**config.mk**
```make
export PLATFORM = sky130hd
export DESIGN_NAME = flop_fifo_flat
export DESIGN_NICKNAME = d
export VERILOG_FILES = /design/src/rtl/flop_fifo_if.sv /design/src/rtl/flop_fifo.sv /design/src/flat_wrapper.sv
export SDC_FILE = /design/constraint.sdc
export NUM_CORES = 1
export LEC_CHECK = 0
export CAP_MARGIN = 20
export CORE_ASPECT_RATIO = 0.6
export CORE_UTILIZATION = 60
export CTS_CLUSTER_SIZE = 14
export DETAILED_ROUTE_END_ITERATION = 8
export GPL_TIMING_DRIVEN = 1
export HOLD_SLACK_MARGIN = 0.1
export PLACE_DENSITY = 0.8
export SYNTH_ARGS = -nofsm -noshare
export SYNTH_HDL_FRONTEND = slang
export SYNTH_SLANG_ARGS = --single-unit
```
**constraint.sdc**
```tcl
create_clock -name clk -period 4.85 [get_ports clk]
set_input_delay 0.485 -clock clk [delete_from_list [all_inputs] [get_ports clk]]
set_output_delay 0.485 -clock clk [all_outputs]
set_load 0.02 [all_outputs]
```
**src/rtl/flop_fifo_if.sv**
```systemverilog
// Handshake bundle between a flop_fifo and its producer/consumer.
// The master side drives writes and pops; the slave side is the FIFO itself.
interface flop_fifo_if #(
  parameter int bits = 16
);
  logic [bits-1:0] Din;
  logic            push;
  logic            pop;
  logic [bits-1:0] Dout;
  logic            full;
  logic            pndng;

  modport master (
    output Din, push, pop,
    input  Dout, full, pndng
  );

  modport slave (
    input  Din, push, pop,
    output Dout, full, pndng
  );
endinterface

```
**src/rtl/flop_fifo.sv**
```systemverilog
// Flip-flop based circular-buffer FIFO with first-word fall-through output.
// All outputs are decoded from registered state only.
module flop_fifo #(
  parameter int depth = 8,
  parameter int bits  = 16
) (
  input  logic       clk,
  input  logic       rst,
  flop_fifo_if.slave fif
);

  localparam int PTR_W = (depth > 1) ? $clog2(depth) : 1;
  localparam int CNT_W = $clog2(depth + 1);
  localparam logic [PTR_W-1:0] LAST_PTR  = PTR_W'(depth - 1);
  localparam logic [CNT_W-1:0] DEPTH_CNT = CNT_W'(depth);

  logic [bits-1:0]  mem_q [depth];
  logic [bits-1:0]  mem_d [depth];
  logic [PTR_W-1:0] wr_ptr_q, wr_ptr_d;
  logic [PTR_W-1:0] rd_ptr_q, rd_ptr_d;
  logic [CNT_W-1:0] cnt_q, cnt_d;
  logic             do_push;
  logic             do_pop;

  function automatic logic [PTR_W-1:0] ptr_inc(input logic [PTR_W-1:0] p);
    return (p == LAST_PTR) ? '0 : p + 1'b1;
  endfunction

  // A pop on an empty FIFO is dropped, and a push while full only lands
  // when the same edge frees the head slot.
  always_comb begin
    mem_d    = mem_q;
    wr_ptr_d = wr_ptr_q;
    rd_ptr_d = rd_ptr_q;
    cnt_d    = cnt_q;
    do_pop   = fif.pop && (cnt_q != '0);
    do_push  = fif.push && ((cnt_q != DEPTH_CNT) || do_pop);

    if (do_push) begin
      mem_d[wr_ptr_q] = fif.Din;
      wr_ptr_d        = ptr_inc(wr_ptr_q);
    end
    if (do_pop) begin
      rd_ptr_d = ptr_inc(rd_ptr_q);
    end

    if (do_push && !do_pop) begin
      cnt_d = cnt_q + 1'b1;
    end else if (do_pop && !do_push) begin
      cnt_d = cnt_q - 1'b1;
    end
  end

  always_ff @(posedge clk or posedge rst) begin
    if (rst) begin
      for (int i = 0; i < depth; i++) begin
        mem_q[i] <= '0;
      end
      wr_ptr_q <= '0;
      rd_ptr_q <= '0;
      cnt_q    <= '0;
    end else begin
      mem_q    <= mem_d;
      wr_ptr_q <= wr_ptr_d;
      rd_ptr_q <= rd_ptr_d;
      cnt_q    <= cnt_d;
    end
  end

  assign fif.Dout  = (cnt_q == '0) ? '0 : mem_q[rd_ptr_q];
  assign fif.full  = (cnt_q == DEPTH_CNT);
  assign fif.pndng = (cnt_q != '0);

endmodule

```
**src/flat_wrapper.sv**
```systemverilog
// flat-port wrapper written by rule: the top's interface ports become plain ports
module flop_fifo_flat 
#(
  parameter int depth = 8,
  parameter int bits  = 16
)
  (clk, rst, fif_Din, fif_push, fif_pop, fif_Dout, fif_full, fif_pndng);
  flop_fifo_if #(.bits(bits)) fif_i ();
  input  logic clk;
  input  logic rst;
  input wire logic [$bits(fif_i.Din)-1:0] fif_Din;
  input wire logic [$bits(fif_i.push)-1:0] fif_push;
  input wire logic [$bits(fif_i.pop)-1:0] fif_pop;
  output wire logic [$bits(fif_i.Dout)-1:0] fif_Dout;
  output wire logic [$bits(fif_i.full)-1:0] fif_full;
  output wire logic [$bits(fif_i.pndng)-1:0] fif_pndng;
  assign fif_i.Din = fif_Din;
  assign fif_i.push = fif_push;
  assign fif_i.pop = fif_pop;
  assign fif_Dout = fif_i.Dout;
  assign fif_full = fif_i.full;
  assign fif_pndng = fif_i.pndng;
  flop_fifo #(.depth(depth), .bits(bits)) u_core (.clk(clk), .rst(rst), .fif(fif_i));
endmodule
```
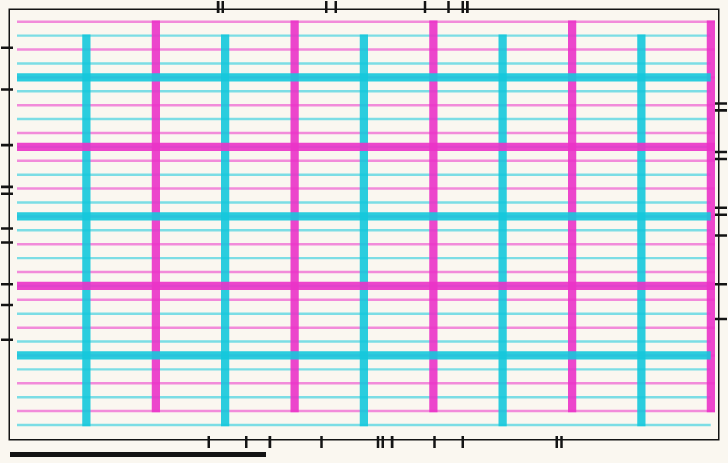
Run 1: PDN straps and rails
Scale bar: 50 um. Pins as bars on the die edge.
magenta -> VDD
cyan -> VSS
met5 straps = 5
signal pins = 38
met4 straps = 10
rows = 29
met1 rails = 30

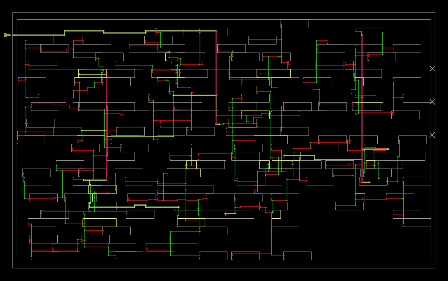
Run 1: clock wiring as the flow saved it
Worst Clk Skew: 0.008535 ns
Num Clock Sinks: 138
number of clock buffer instances in the layout: 18
CTS buffer count: 17
clock latency at the later pin of the worst-skew pair: 0.43 ns

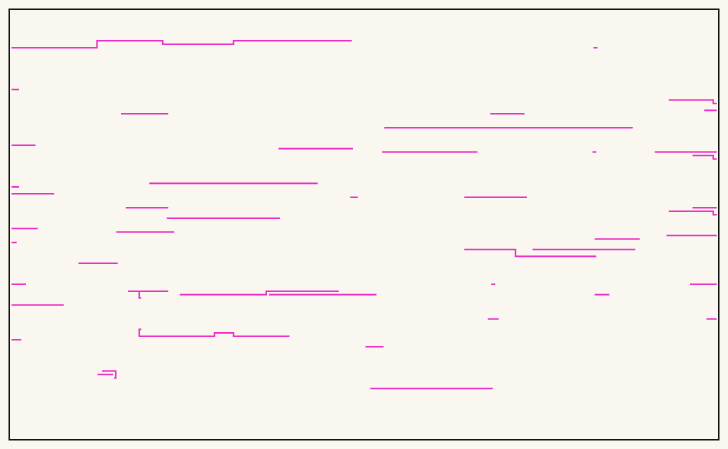
Run 1: M3 wires
main direction = horizontal
longest straight run = 48.3 um
nets with wire on the layer = 32
wire length on this layer = 540 um
share of all routed wire = 4.0%

==> metrics.sh, run 1 <==
OUTCOME='finished, violations left'
VIOLATIONS='design-rule violations'
CRIT_PATH_MAX_INCR_DELAY_NS=0.76
SIMPLE_GATE_SHARE=0.01996
DR_WL_MET2_UM=6645
SLOWEST_STAGE='nor2b_1'
SLEW_VIOLATIONS=0
POST_SYNTH_FA_HA_MAJ_AREA_FRACTION=0.01604
CORE-AREA_UM2=10700
CTS.HOLD.BUFFERS_ADDED=0
HIGHEST_CLOCK_FREQUENCY_THE_DESIGN_CAN_MEET_MHz=283.3
P_SW_W=0.001966
WARNING_COUNT=26
GP_CONGESTION=0.8242
TALLY_OF_YOSYS_WARNING_MESSAGES=0
R2R.WORST_PATH.CELLS=9
YOSYS.AREA_SHARE.AOI=0.05858
LARGEST_CELL_CLASS='sequential cells'
SWITCHING_SHARE=0.3215
FRACTION_OF_REGISTERS_WITH_ASYNC_SET_OR_RESET_AFTER_SYNTHESIS=1.000
FINAL-SEQ-AREA_UM2=3455
AREA_GROWTH_PCT=15.06
GRT_OVERFLOW=0
DPL.HPWL_UM=8024
POSTSYNTH.TOPFLOPCELL='dfrtp_1'
SETUP_WS_NS=1.321
EDFF_COUNT_SYNTH=0
BUFAREASHARENONCLOCK=0.05383
FIRST_GLOBAL_VIAS=3983
YS_FF=138
R2R_PATH_START='u_core.cnt_q[0]$_DFFE_PP0P_'
FLOORPLAN.INITIALDENSITY=0.6265
SYN-CELL-AREA_UM2=6706
MIN_DELAY_WORST_ENDPOINT='u_core.mem_q[77]$_DFFE_PP0P_'
CAP_VIOL_MAX_COUNT=0
NON_CLOCK_INVERTER_COUNT=4
FINALPOWER_W=0.006114
DIEWIDTH_UM=138.5
MIN-DELAY-PATH-CLASS='reg2reg'
SEQUENTIALPOWERSHARE=0.351
TIMING.FINAL.CRIT_PERIOD_NS=3.529
SEQ_SHARE=0.4477
LARGEST_REGISTERS='u_core.mem_q x128, u_core.cnt_q x4'
COMBINATIONAL_CELL_POWER_CONSUMPTION_W=0.00260
CRITPATHCAPTURETYPE='output pin'
CRITICAL_PATH_MAXIMUM_FANOUT=9
MAX-CLOCK-PATH-BUFFERS=2
GR-USAGE-ALL-LAYERS=0.2618
CTS.ROOT.BUFFER_CELL='clkbuf_16'
CORE.ROWCOUNT=29
XOR_XNOR_AREA_SHARE=0.002612
HOLD_SLACK_NS=0.5005
DRT_ITER0_DRC=163
CTS_TREE='built'
WORSTPATHREQUIRED_NS=4.37
PLACEMENT.SETUP.WORST_SLACK_NS=1.285
DESIGN.FINAL.NETS=464
CTS_MAX_LEVEL=4
CRITICAL_PATH.REG2REG.ENDPOINT='u_core.cnt_q[3]$_DFFE_PP0P_'
TOP_CELLS_BY_AREA='dfrtp_1 51%, mux2_2 16%, mux4_2 11%, mux2_4 9.0%, a22o_1 2.1%'
MULTI_IN_GATES=232
SYNTHESIS.NETS=427
WELL_TAP_COUNT=139
HOLD_VIOLATIONS=0
PLACE_INST=556
SYNTH.CELLS.MOST_FREQUENT='138 x dfrtp_1, 93 x mux2_2, 40 x mux2_4'
FLOORPLAN.DIE.HEIGHT_UM=83.90
GLOBALROUTE.BUSIESTLAYER='met2'
YS_AREA_UM2=6706
WORSTSETUPSTARTPOINT='u_core.cnt_q[0]$_DFFE_PP0P_'
POST_SYNTH_INST_COUNT=399
COMBINATIONALPOWERSHARE=0.425
LAYOUT_TOP_CELLS='137 x dfrtp_1, 93 x mux2_2, 40 x mux2_4'
TOP_LAYER_USED='met4'
DESIGN.PORTCOUNT=38
SYNTH.MOST_COMMON_CELL='dfrtp_1'
CRITICAL_PATH_CELL_COUNT=5
R2R_SETUP_SLK_NS=1.73
TIMING.CRITICAL_PATH.CELLS='or4_1, nor2b_1, buf_4, a22o_1, clkdlybuf4s50_1'
POST-ROUTE-CELL-AREA_UM2=7716
POWER.IR.VDD_WORST_uV=348.5
ROUTED-VIA-COUNT=3654
CLKCELLAREAFRAC=0.08091
ANT_NETS=0
POWERSEQ_W=0.00214
CPLARGESTDELAYFAMILY='simple AND/OR/NAND/NOR gates'
FLOP_COUNT=138
FINAL-INSTANCE-COUNT-EXCL-FILL=588
FINAL_CORE_UTILIZATION=0.7209
PORT-BUFFER-COUNT=37
YOSYSSEQAREASHARE=0.5149
HOLD_CRITICAL_PATH_DEPTH=1
SETUP_VIOL=0
ROUTED_WL_UM=13610
MIN_PERIOD_OVER_PERIOD=0.7277
WL_PER_CELL_UM=23.15
INTERNAL_POWER_W=0.004148
SYNTH.LOGIC.TOP_FAMILY='multiplexers'
WORST-PATH-BUF-INV=2
POWERCLK_W=0.00137
PIN_COUNT_OF_THE_BIGGEST_NET_ENTERING_GLOBAL_ROUTING=72
CTS.REPAIR_TIMING.SETUP_BUFFER_COUNT=0
POWER_DENSITY_nW_PER_UM2=792.4
MET3WIRELENGTH_UM=540
TIMING.HOLD.WORST.START='u_core.mem_q[77]$_DFFE_PP0P_'
POST_CTS.RESIZED_INSTANCES=0
N_ALL_BUFFERS=43
FINAL.FILL_COUNT=691
SYNTH_STAT.CELLS=399
TIMING.MAX_SLEW.REL_SLACK=0.3574
NETLIST-CELL-TYPE-COUNT=36
DETAIL_ROUTED_VIA_COUNT_PER_CELL=6.214
RSZ0062_AT_GRT='false'
GRT_USE_MET3=0.05508
FIRST_PASS_GRT_WIRE_LENGTH_UM=22440
ANT_CELLS=0
AREA.COMBINATIONAL_UM2=3030
CLOCK_POWER_SHARE=0.224
TOP_AREA_CELL='dfrtp_1'
TOP_POWER_GROUP='combinational cells'
CRITPATHLAUNCHTYPE='register'
POST_SYNTH.CELL_AREA_AVG_UM2=16.81
GR-USAGE-MET1=0.3617
REGISTERS.TOP_BY_FF_COUNT='u_core.mem_q'
ROUTE.LAYER.MET1.WL_UM=6294
SUM_NEG_SETUP_SLACK_NS=0
MUX_AREA_FRACTION=0.3547
MET2_GLOBAL_ROUTE_USAGE=0.4232
TIMING.SETUP.CRITICAL_PATH_CLASS='reg2out'
CHIP_AREA_UM2=11620
DRC=6
TIGHTESTPINTRANSITION_NS=0.9514
CLKSLEWWORSTSETUPHOLDPATHS_NS=0.06
TOTAL_LEAKAGE_POWER_nW=3.354
POST-SYNTH-TOP-AREA-FRACTION=0.5149
LARGEST_REG_FLOPS=128
CRITICAL_PATH_ARRIVAL_NS=3.04
==> run 2, diff against run 1 <==
==> constraint.sdc (replaced) <==
create_clock -name clk -period 3.67 [get_ports clk]
set_input_delay 0.367 -clock clk [delete_from_list [all_inputs] [get_ports clk]]
set_output_delay 0.367 -clock clk [all_outputs]
set_load 0.02 [all_outputs]
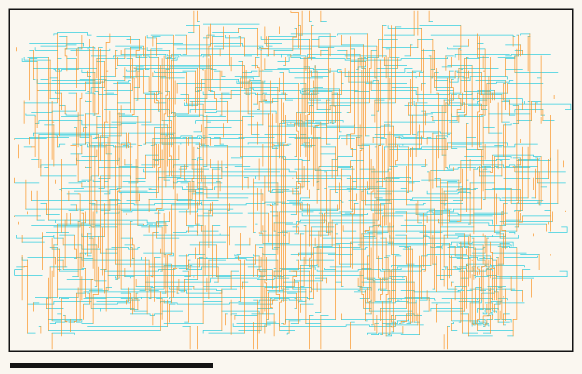
Run 2: signal wires by layer
Scale bar: 50 um. Two of the layers only.
cyan -> met1  # wire length 6,150 um
orange -> met2  # wire length 6,710 um
wire per inst: 23.16 um
routed via count: 3,680
overall routed net length: 13,640 um
Total GRT Usage: 0.2638

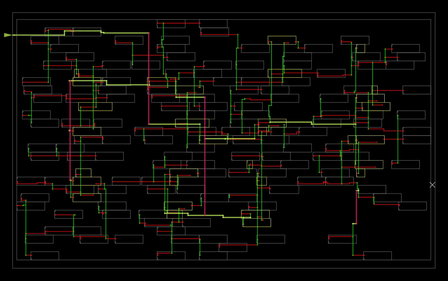
Run 2: clock wiring as the flow saved it
Worst Clk Skew: 0.01160 ns
Flop Count: 138
number of clock buffer instances in the layout: 20
power of the clock network: 0.00174 W
clock latency at the later pin of the worst-skew pair: 0.41 ns

==> run 2 against run 1 <==
- the flow still finishes with violations (design-rule violations)
- largest power group unchanged
- die area unchanged
- hold slack worse by 0.033 ns
- via count up 0.71%
- critical endpoint is now u_core.cnt_q[3]$_DFFE_PP0P_
- first-iteration DRC count up 47%
- clock power up 27%
- clock-buffer cell count up 2
- total power up 31%
==> metrics.sh, run 2 <==
OUTCOME='finished, violations left'
VIOLATIONS='design-rule violations'
HOLD_SLACK_NS=0.4672
FINALPOWER_W=0.008024
MIN-DELAY-PATH-CLASS='in2async'
GP_CONGESTION=0.7310
SYNTHESIS.NETS=427
CPLARGESTDELAYFAMILY='simple AND/OR/NAND/NOR gates'
N_ALL_BUFFERS=45
CRITPATHCAPTURETYPE='register'
ANT_CELLS=0
ANT_NETS=0
DRT_ITER0_DRC=239
SYNTH.MOST_COMMON_CELL='dfrtp_1'
GR-USAGE-MET1=0.3641
PIN_COUNT_OF_THE_BIGGEST_NET_ENTERING_GLOBAL_ROUTING=76
CLOCK_POWER_SHARE=0.217
TIMING.MAX_SLEW.REL_SLACK=0.3521
LARGEST_CELL_CLASS='sequential cells'
SYN-CELL-AREA_UM2=6706
SIMPLE_GATE_SHARE=0.01996
YS_FF=138
GLOBALROUTE.BUSIESTLAYER='met2'
TOP_POWER_GROUP='combinational cells'
CTS.ROOT.BUFFER_CELL='clkbuf_16'
DRC=2
MUX_AREA_FRACTION=0.3547
WORSTSETUPSTARTPOINT='u_core.cnt_q[0]$_DFFE_PP0P_'
YOSYS.AREA_SHARE.AOI=0.05858
COMBINATIONALPOWERSHARE=0.431
LAYOUT_TOP_CELLS='137 x dfrtp_1, 93 x mux2_2, 40 x mux2_4'
DETAIL_ROUTED_VIA_COUNT_PER_CELL=6.248
POST_CTS.RESIZED_INSTANCES=0
FIRST_PASS_GRT_WIRE_LENGTH_UM=22740
CTS_TREE='built'
MIN_PERIOD_OVER_PERIOD=0.8817
NUM_CLOCK_SINKS=138
CRITICAL_PATH_MAXIMUM_FANOUT=10
MET2_GLOBAL_ROUTE_USAGE=0.4218
SEQ_SHARE=0.4473
POSTSYNTH.TOPFLOPCELL='dfrtp_1'
CTS.HOLD.BUFFERS_ADDED=0
FINAL.FILL_COUNT=674
SEQUENTIALPOWERSHARE=0.352
DETAILED_PLACE.AREA_UM2=7121
TIGHTESTPINTRANSITION_NS=0.9593
AREA.COMBINATIONAL_UM2=3030
YOSYSSEQAREASHARE=0.5149
FLOORPLAN.DIE.HEIGHT_UM=83.90
R2R_SETUP_SLK_NS=0.43
SETUP_VIOL=0
GRT_OVERFLOW=0
XOR_XNOR_AREA_SHARE=0.002612
CRITICAL_PATH.REG2REG.ENDPOINT='u_core.cnt_q[3]$_DFFE_PP0P_'
POST-ROUTE-CELL-AREA_UM2=7724
WELL_TAP_COUNT=139
POST_SYNTH_INST_COUNT=399
NETLIST-CELL-TYPE-COUNT=36
DIEWIDTH_UM=138.5
CHIP_AREA_UM2=11620
RSZ0062_AT_GRT='false'
CRITICAL_PATH_ARRIVAL_NS=3.53
TOTAL_LEAKAGE_POWER_nW=3.352
DESIGN.PORTCOUNT=38
SWITCHING_SHARE=0.3210
TOP_AREA_CELL='dfrtp_1'
TIMING.CRITICAL_PATH.CELLS='or4b_4, o21ai_1, inv_1, ha_1, inv_1, ha_1, or4_1, o211ai_1, o211ai_1'
R2R_PATH_START='u_core.cnt_q[0]$_DFFE_PP0P_'
R2R.WORST_PATH.CELLS=9
INTERNAL_POWER_W=0.005448
DESIGN.FINAL.NETS=466
SYNTH_STAT.CELLS=399
DPL.HPWL_UM=8142
ROUTE.LAYER.MET1.WL_UM=6148
MET3WIRELENGTH_UM=651
POST_SYNTH.CELL_AREA_AVG_UM2=16.81
BUFAREASHARENONCLOCK=0.05735
COMBINATIONAL_CELL_POWER_CONSUMPTION_W=0.00346
CTS_MAX_LEVEL=4
CRIT_PATH_MAX_INCR_DELAY_NS=0.70
SLOWEST_STAGE='or4b_4'
TALLY_OF_YOSYS_WARNING_MESSAGES=0
CTS_INSERTED_BUFFERS=17
FRACTION_OF_REGISTERS_WITH_ASYNC_SET_OR_RESET_AFTER_SYNTHESIS=1.000
LARGEST_REG_FLOPS=128
GRT_USE_MET3=0.05278
SUM_NEG_SETUP_SLACK_NS=0
POWERSEQ_W=0.00282
AREA_GROWTH_PCT=15.17
P_SW_W=0.002575
POWER.IR.VDD_WORST_uV=507.3
HIGHEST_CLOCK_FREQUENCY_THE_DESIGN_CAN_MEET_MHz=309.0
SYNTH.LOGIC.TOP_FAMILY='multiplexers'
CORE-AREA_UM2=10700
MAX-CLOCK-PATH-BUFFERS=2
FINAL-SEQ-AREA_UM2=3455
EDFF_COUNT_SYNTH=0
CLKSLEWWORSTSETUPHOLDPATHS_NS=0.06
DR_WL_MET2_UM=6705
POWER_DENSITY_nW_PER_UM2=1039
POST-SYNTH-TOP-AREA-FRACTION=0.5149
HOLD_VIOLATIONS=0
FLOORPLAN.INITIALDENSITY=0.6265
PORT-BUFFER-COUNT=37
SYNTH.CELLS.MOST_FREQUENT='138 x dfrtp_1, 93 x mux2_2, 40 x mux2_4'
YS_AREA_UM2=6706
PLACEMENT.SETUP.WORST_SLACK_NS=0.4773
MULTI_IN_GATES=232
FIRST_GLOBAL_VIAS=4076
CRITPATHLAUNCHTYPE='register'
REGISTERS.TOP_BY_FF_COUNT='u_core.mem_q'
NON_CLOCK_INVERTER_COUNT=4
CLKCELLAREAFRAC=0.07808
CAP_VIOL_MAX_COUNT=0
TOP_LAYER_USED='met4'
TIMING.SETUP.CRITICAL_PATH_CLASS='reg2reg'
WORST-PATH-BUF-INV=2
FINAL_CORE_UTILIZATION=0.7216
WORSTPATHREQUIRED_NS=3.96
SLEW_VIOLATIONS=0
CORE.ROWCOUNT=29
TOP_CELLS_BY_AREA='dfrtp_1 51%, mux2_2 16%, mux4_2 11%, mux2_4 9.0%, a22o_1 2.1%'
WARNING_COUNT=26
SETUP_WS_NS=0.4340
TIMING.FINAL.CRIT_PERIOD_NS=3.236
LARGEST_REGISTERS='u_core.mem_q x128, u_core.cnt_q x4'
CRITICAL_PATH_CELL_COUNT=9
FINAL-INSTANCE-COUNT-EXCL-FILL=589
POST_SYNTH_FA_HA_MAJ_AREA_FRACTION=0.01604
No activity file was given, so power comes from the tool's default toggle rates.
